**Run 1: signal wires on met1**

Cells faint in the background.
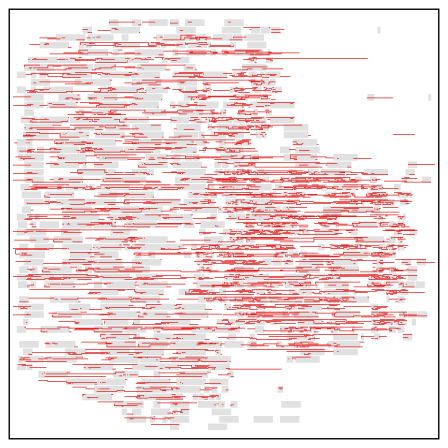
**Run 1: the metal 2 layer**

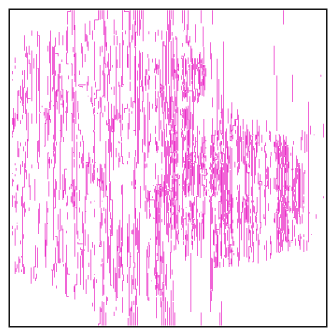
**Run 1: signal wires on met3**

Cells faint in the background.
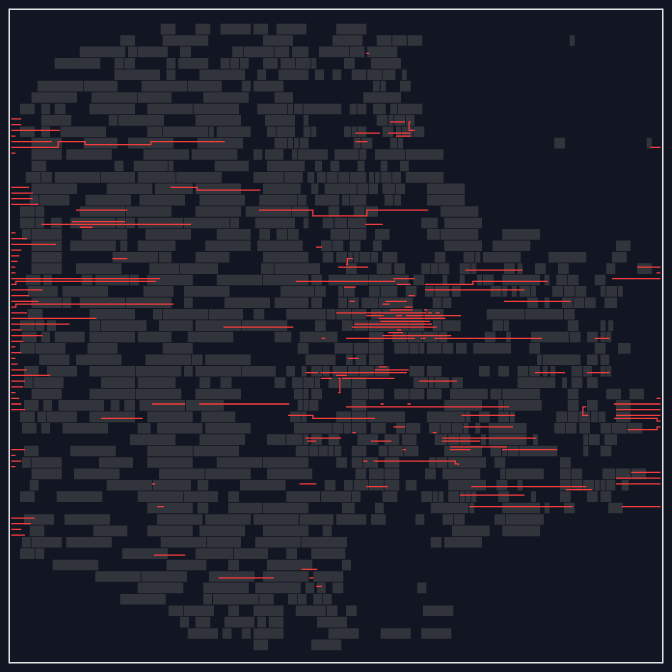
--- src/rtl/vpu_issue_stage_sb_pkg.sv ---
// Shared VPU types: uOP format, functional-unit encoding and FU-to-port routing.
package vpu_issue_stage_sb_pkg;

    localparam int VPU_NUM_VREG = 32;
    localparam int VREG_W       = $clog2(VPU_NUM_VREG);
    localparam int PORT_W       = 2;

    typedef enum logic [1:0] {
        FU_VCFG = 2'd0,
        FU_ALU  = 2'd1,
        FU_MUL  = 2'd2,
        FU_LSU  = 2'd3
    } fu_e;

    typedef struct packed {
        logic [7:0]        tag;
        fu_e               fu;
        logic [VREG_W-1:0] vd;
        logic [VREG_W-1:0] vs1;
        logic [VREG_W-1:0] vs2;
        logic              use_vs1;
        logic              use_vs2;
        logic              use_vd_src;
        logic              wr_vd;
    } VPU_uOP_t;

    // Dispatch port owned by each non-VCFG FU; VCFG never reaches a dispatch port.
    function automatic logic [PORT_W-1:0] fu2port(input fu_e fu);
        case (fu)
            FU_ALU:  return 2'd0;
            FU_MUL:  return 2'd1;
            FU_LSU:  return 2'd2;
            default: return 2'd0;
        endcase
    endfunction

endpackage

--- src/rtl/vpu_issue_queue.sv ---
// In-order circular uOP queue with push, pop and flush; head is always visible.
module vpu_issue_queue
    import vpu_issue_stage_sb_pkg::*;
#(
    parameter  int DEPTH = 4,
    localparam int PTR_W = $clog2(DEPTH),
    localparam int CNT_W = $clog2(DEPTH + 1)
) (
    input  logic             clk_i,
    input  logic             rst_i,
    input  logic             push,
    input  VPU_uOP_t         push_data,
    input  logic             pop,
    input  logic             flush,
    output VPU_uOP_t         head,
    output logic [CNT_W-1:0] count,
    output logic             full
);

    VPU_uOP_t         mem [DEPTH];
    logic [PTR_W-1:0] wr_ptr;
    logic [PTR_W-1:0] rd_ptr;

    // Pointer and occupancy bookkeeping; flush empties the queue in one edge.
    // NOTE: all clocked state uses non-blocking assignments so every register samples pre-edge values.
    always_ff @(posedge clk_i or negedge rst_i) begin
        if (!rst_i) begin
            wr_ptr <= '0;
            rd_ptr <= '0;
            count  <= '0;
        end else if (flush) begin
            wr_ptr <= '0;
            rd_ptr <= '0;
            count  <= '0;
        end else begin
            if (push) wr_ptr <= wr_ptr + PTR_W'(1);
            if (pop)  rd_ptr <= rd_ptr + PTR_W'(1);
            case ({push, pop})
                2'b10:   count <= count + CNT_W'(1);
                2'b01:   count <= count - CNT_W'(1);
                default: count <= count;
            endcase
        end
    end

    // Payload write; validity is tracked entirely by pointers and count.
    // NOTE: the payload array is deliberately not reset, so it can map onto plain storage.
    always_ff @(posedge clk_i) begin
        if (push && !flush) mem[wr_ptr] <= push_data;
    end

    assign head = mem[rd_ptr];
    assign full = (count == CNT_W'(DEPTH));

endmodule

--- src/rtl/vpu_issue_stage_sb.sv ---
// VPU issue stage: in-order queue, vector-register scoreboard, per-FU dispatch
// and VCFG serialisation behind all older vector work.
module vpu_issue_stage_sb
    import vpu_issue_stage_sb_pkg::*;
#(
    parameter  int DEPTH    = 4,
    parameter  int NUM_FU   = 3,
    parameter  int NUM_WB   = 2,
    parameter  int NUM_VREG = VPU_NUM_VREG,
    localparam int CNT_W    = $clog2(DEPTH + 1),
    localparam int VD_W     = $clog2(NUM_VREG)
) (
    input  logic                           clk_i,
    input  logic                           rst_i,
    input  logic                           decode_entry_valid_i,
    input  VPU_uOP_t                       decode_entry_i,
    output logic                           decode_ack_o,
    output logic                           VCFG_valid_o,
    output VPU_uOP_t                       VCFG_entry_o,
    output logic [NUM_FU-1:0]              dispatch_valid_o,
    output VPU_uOP_t                       dispatch_entry_o,
    input  logic [NUM_FU-1:0]              dispatch_ready_i,
    input  logic [NUM_WB-1:0]              wb_valid_i,
    input  logic [NUM_WB-1:0][VD_W-1:0]    wb_vd_i,
    input  logic                           flush_i,
    output logic                           queue_empty_o,
    output logic                           busy_o
);

    VPU_uOP_t           head;
    logic [CNT_W-1:0]   count;
    logic               full;
    logic [NUM_VREG-1:0] sb;
    logic [NUM_VREG-1:0] sb_next;
    logic [PORT_W-1:0]  head_port;
    logic               port_ready;
    logic               hazard;
    logic               issue;
    logic               push;
    logic               vcfg_issue;
    logic               is_vcfg;

    vpu_issue_queue #(.DEPTH(DEPTH)) u_queue (
        .clk_i     (clk_i),
        .rst_i     (rst_i),
        .push      (push),
        .push_data (decode_entry_i),
        .pop       (issue),
        .flush     (flush_i),
        .head      (head),
        .count     (count),
        .full      (full)
    );

    // Head hazard against the registered scoreboard and ready of the head's port.
    // NOTE: every always_comb output gets a default first so no latch is inferred.
    always_comb begin
        head_port  = fu2port(head.fu);
        port_ready = 1'b0;
        for (int p = 0; p < NUM_FU; p++) begin
            if (head_port == PORT_W'(p)) port_ready = dispatch_ready_i[p];
        end
        hazard = (head.use_vs1    && sb[head.vs1]) ||
                 (head.use_vs2    && sb[head.vs2]) ||
                 (head.use_vd_src && sb[head.vd])  ||
                 (head.wr_vd      && sb[head.vd]);
    end

    // Issue, accept and VCFG decisions; all are gated off while in reset.
    always_comb begin
        is_vcfg    = (decode_entry_i.fu == FU_VCFG);
        issue      = rst_i && (count != '0) && !hazard && port_ready && !flush_i;
        push       = rst_i && decode_entry_valid_i && !is_vcfg && !full && !flush_i;
        vcfg_issue = rst_i && decode_entry_valid_i && is_vcfg && (count == '0) &&
                     (sb == '0) && !flush_i;
        dispatch_valid_o = '0;
        for (int p = 0; p < NUM_FU; p++) begin
            if (issue && head_port == PORT_W'(p)) dispatch_valid_o[p] = 1'b1;
        end
        decode_ack_o     = push || vcfg_issue;
        VCFG_valid_o     = vcfg_issue;
        VCFG_entry_o     = vcfg_issue ? decode_entry_i : '0;
        dispatch_entry_o = rst_i ? head : '0;
        queue_empty_o    = (count == '0);
        busy_o           = (count != '0) || (sb != '0);
    end

    // Scoreboard update: writebacks release, an issuing writer claims; claim wins on collision.
    always_comb begin
        sb_next = sb;
        for (int k = 0; k < NUM_WB; k++) begin
            if (wb_valid_i[k]) sb_next[wb_vd_i[k]] = 1'b0;
        end
        if (issue && head.wr_vd) sb_next[head.vd] = 1'b1;
    end

    // Scoreboard register; flush leaves it alone since in-flight ops still write back.
    always_ff @(posedge clk_i or negedge rst_i) begin
        if (!rst_i) sb <= '0;
        else        sb <= sb_next;
    end

endmodule
--- config.mk ---
export PLATFORM = sky130hd
export DESIGN_NAME = vpu_issue_stage_sb
export DESIGN_NICKNAME = d
export VERILOG_FILES = /design/src/rtl/vpu_issue_stage_sb_pkg.sv /design/src/rtl/vpu_issue_queue.sv /design/src/rtl/vpu_issue_stage_sb.sv
export SDC_FILE = /design/constraint.sdc
export NUM_CORES = 1
export LEC_CHECK = 0
export CORE_MARGIN = 2
export CORE_UTILIZATION = 35
export DETAILED_ROUTE_END_ITERATION = 8
export SYNTH_ARGS = -nofsm -noshare
export SYNTH_HDL_FRONTEND = slang
export SYNTH_SLANG_ARGS = --single-unit
--- constraint.sdc ---
create_clock -name clk_i -period 3.34 [get_ports clk_i]
set_input_delay 0.668 -clock clk_i [delete_from_list [all_inputs] [get_ports clk_i]]
set_output_delay 0.668 -clock clk_i [all_outputs]
set_load 0.05 [all_outputs]
==> qor.csv, run 1 <==
metric,value,unit
synth.avg_cell_area,13.3,um^2
synth_cells,603,
critical_path.slowest_cell,mux4_1,
grt_use_met3,4.07,%
layout.core_utilization,48.7,%
slowest_delay,0.67,ns
remaining_drc_errors,0,
cp-end-kind,output port,
grt_first_pass_wirelength,34200,um
layout_top_cells_excl_fill_tap,"edfxtp_1, buf_4, and2_1",
synthXorXnorAreaFrac,0.109,%
synth.top_cell.area_share,43.4,%
cts.htree.levels,4,
postCtsHoldBufs,0,
hold_ws,0.540,ns
setup_slack,-0.561,ns
tritoncts_clock_tree,done,
sequential_group_power,2.12,mW
mux_area_share,15.9,%
row_count,55,
hpwl,15400,um
post_synth_tally_of_flip_flops_with_integrated_enable,116,
cp.required,2.67,ns
setup_viol,5,
synth-compound-area-share,9.20,%
mappedNetlistArea,8040,um^2
port_buffers,110,
outcome,"complete, but fails checks",
detail_route.wirelength.met1,9430,um
met3WireLength,1350,um
final-hold-violation-count,0,
drv_cap,0,
grt_start_max_net_pins,68,
synthesis.yosys.warnings,0,
cts.reportedPaths.clkPinSlew,0.06,ns
syn_to_final_growth,36.8,%
async_flop_share,25.2,%
number_of_global_route_vias_before_repair,5978,
finalMaxSlewViolations,0,
timing.max_slew.rel_slack,50.1,%
violated_checks,negative setup slack,
final_area,11000,um^2
ys_seq_share,55.5,%
crit_type,reg -> out,
crit-reg2reg-launch,u_queue.rd_ptr[0],
final.setup.tns,-1.88,ns
About 'signal wires on met1':
nets with wire on the layer: 715
longest straight run: 44.6 um
main direction: horizontal
wire length on this layer: 9430 um
share of all routed wire: 43%

About 'the metal 2 layer':
longest straight run: 69.0 um
share of all routed wire: 48%
main direction: vertical

About 'signal wires on met3':
nets with wire on the layer: 125
main direction: horizontal
longest straight run: 38.6 um
wire length on this layer: 1350 um

==> run 1: sequential cells by signal (all words and copies together), names as in the netlist <==
register,cells
u_queue.mem,116
sb,32
u_queue.wr_ptr,2
u_queue.rd_ptr,2
u_queue.count,3
==> run 1: final cells by class <==
type / count / area (um^2)
fill: 1943 / 11600
multi-input combinational: 412 / 3440
inverter: 3 / 11.3
clock inverter: 14 / 159
sequential: 155 / 4460
clock buffer: 17 / 425
tap: 285 / 357
timing repair buffer: 172 / 2140
==> run 1: final timing paths <==
kind | endpoint | slack, ns | cells after the start
worst max-delay path | dispatch_valid_o[1] | -0.56 | 10
worst max register to register | u_queue.count[1] | -0.20 | 13
min in group clk_i | u_queue.wr_ptr[1] | 0.60 | 2
worst min-delay path | sb[21] | 0.54 | 2
worst min register to register | u_queue.wr_ptr[1] | 0.60 | 2
max in group asynchronous | u_queue.rd_ptr[0] | 2.26 | 2
==> run 1: metrics by stage <==
stage               instances  power [mW]
finish                   1058        4.63
global route             1058        4.79
global placement         1010        2.72
CTS                      1048        4.66
floorplan                 604        2.47
detailed placement       1010        2.74
==> run 1: Yosys cell counts (3+ instances only) <==
cell      count
mux4_1        6
buf_6         7
clkbuf_1     14
nand3_1      10
and2_1       61
nor2b_1       6
nor3b_1       9
dfrtp_1      39
nand2b_1      5
buf_2         7
and3b_1       5
nand3b_1      4
nand2_1      51
or4_1         3
mux2_2        3
mux4_2       27
inv_1         3
nor3_1       12
nor2_1       24
nor4_1        8
and3_1        7
a22oi_1      41
edfxtp_1    116
a21oi_1       3
ha_1          4
o31ai_1      32
o22ai_1       4
nand4_1       4
mux2i_1      48
o21ai_0       5
buf_4         4
a211oi_1      3
**Run 1: signal wires on met4**

The bar under the picture is 50 um long. Cells faint in the background.
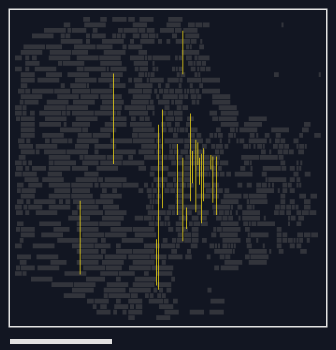

## Run 2: what changed since run 1
--- a/config.mk
+++ b/config.mk
@@ -5,9 +5,12 @@
 export SDC_FILE = /design/constraint.sdc
 export NUM_CORES = 1
 export LEC_CHECK = 0
+export CELL_PAD_IN_SITES_DETAIL_PLACEMENT = 0
+export CELL_PAD_IN_SITES_GLOBAL_PLACEMENT = 2
 export CORE_MARGIN = 2
-export CORE_UTILIZATION = 35
+export CORE_UTILIZATION = 34
 export DETAILED_ROUTE_END_ITERATION = 8
+export PLACE_DENSITY_LB_ADDON = 0.1
 export SYNTH_ARGS = -nofsm -noshare
 export SYNTH_HDL_FRONTEND = slang
 export SYNTH_SLANG_ARGS = --single-unit
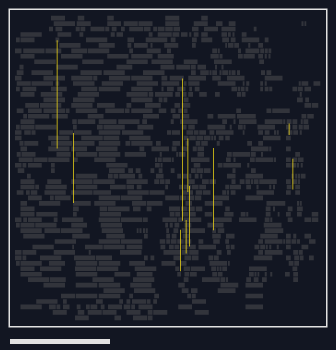
**Above:** run 2 (signal wires on met4).
The bar under the picture is 50 um long. Cells faint in the background.
share of all routed wire: 1.4%
nets with wire on the layer: 8
main direction: vertical

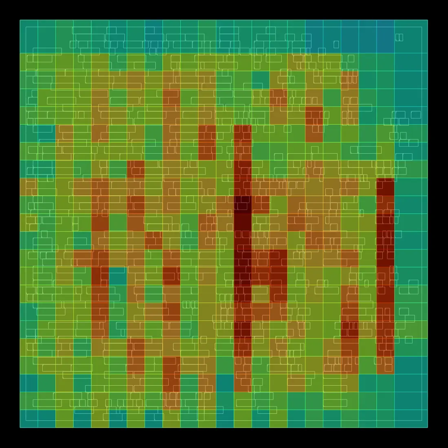
**Above:** run 2 (routing congestion).
met1 usage in global routing: 26.6%
WL/cell: 21.3 um
met2 routing resource usage after global routing: 31.5%
most used routing layer in global routing: met2

==> run 2 against run 1 <==
Against the previous run:
- the flow still finishes with violations (negative setup slack)
- register-to-register slack got worse by 0.13 ns
- via count decreased by 1.5%
- critical path type unchanged
- fmax decreased by 2.0%
- synthesized cell count unchanged
- cell count increased by 2.8%
- sequential share of layout area decreased by 0.45 points
- largest cell class unchanged
- first-iteration DRC count decreased by 2.7%
- highest routed layer unchanged
- combinational power increased by 4.0%
- critical path depth increased by 2
- routed wire length increased by 5.4%
==> qor.csv, run 2 <==
metric,value,unit
outcome,"complete, but fails checks",
violated_checks,negative setup slack,
final_area,11100,um^2
async_flop_share,25.2,%
drv_cap,0,
grt_first_pass_wirelength,35700,um
mappedNetlistArea,8040,um^2
setup_slack,-0.642,ns
cp.required,2.67,ns
setup_viol,5,
layout_top_cells_excl_fill_tap,"edfxtp_1, buf_12, and2_1",
final.setup.tns,-2.32,ns
synth.avg_cell_area,13.3,um^2
grt_start_max_net_pins,69,
remaining_drc_errors,0,
timing.max_slew.rel_slack,46.5,%
layout.core_utilization,47.7,%
tritoncts_clock_tree,done,
postCtsHoldBufs,0,
final-hold-violation-count,0,
yosys.cell_count.top_type,edfxtp_1,
cp-end-kind,output port,
post_synth_tally_of_flip_flops_with_integrated_enable,116,
reg2reg_slack,-0.33,ns
largestRegisters,"u_queue.mem x116, sb x32, u_queue.count x3",
slowest_delay,0.53,ns
run 2: cell counts after synthesis:
Identical to the previous run, type by type.
run 2: final timing paths:
path,start,to,cells past startpoint
worst max-delay path,u_queue.rd_ptr[0],dispatch_valid_o[1],12
worst min-delay path,rst_i,u_queue.count[1],2
worst max register to register,u_queue.rd_ptr[0],u_queue.count[1],13
worst min register to register,u_queue.wr_ptr[1],u_queue.wr_ptr[1],2
max in group asynchronous,rst_i,sb[27],2
min in group clk_i,u_queue.wr_ptr[1],u_queue.wr_ptr[1],2
run 2: layout make-up:
cell class / instances / area (um^2)
sequential: 155 / 4470
clock inverter: 15 / 163
multi-input combinational: 412 / 3460
tap: 319 / 399
timing repair buffer: 167 / 2200
fill: 2069 / 12200
inverter: 3 / 11.3
clock buffer: 17 / 425
run 2: stage by stage:
step | power, mW | hold slack, ns
floorplan | 2.47 | 0.372
global placement | 2.75 | 0.561
detailed placement | 2.76 | 0.577
CTS | 4.67 | 0.488
global route | 4.80 | 0.543
finish | 4.64 | 0.459
run 2: cells by family after synthesis:
kind of cell | after synthesis | share of synthesized area, %
muxes | 84 | 15.9
buffers and inverters | 38 | 3.07
adders and majority gates | 5 | 0.872
DFF | 155 | 55.5
and+or+nand+nor | 221 | 15.3
other | 1 | 0.0467
AOI/OAI and AO/OA | 98 | 9.20
xor gates and xnor gates | 1 | 0.109
run 2: report_power, final:
group	switching [mW]	internal, mW	leakage (nW)
registers	0.0203	2.10	1.58
logic	0.346	0.271	2.17
clock network	0.849	1.06	0.281
total	1.22	3.42	4.03
run 2: what timing repair did:
item	in CTS	in global routing
endpoints found under the setup margin	34	38
pin swaps	11	6
cloned	1	0
buffers inserted	6	1
resized	9	16
No activity file was given, so power comes from the tool's default toggle rates.
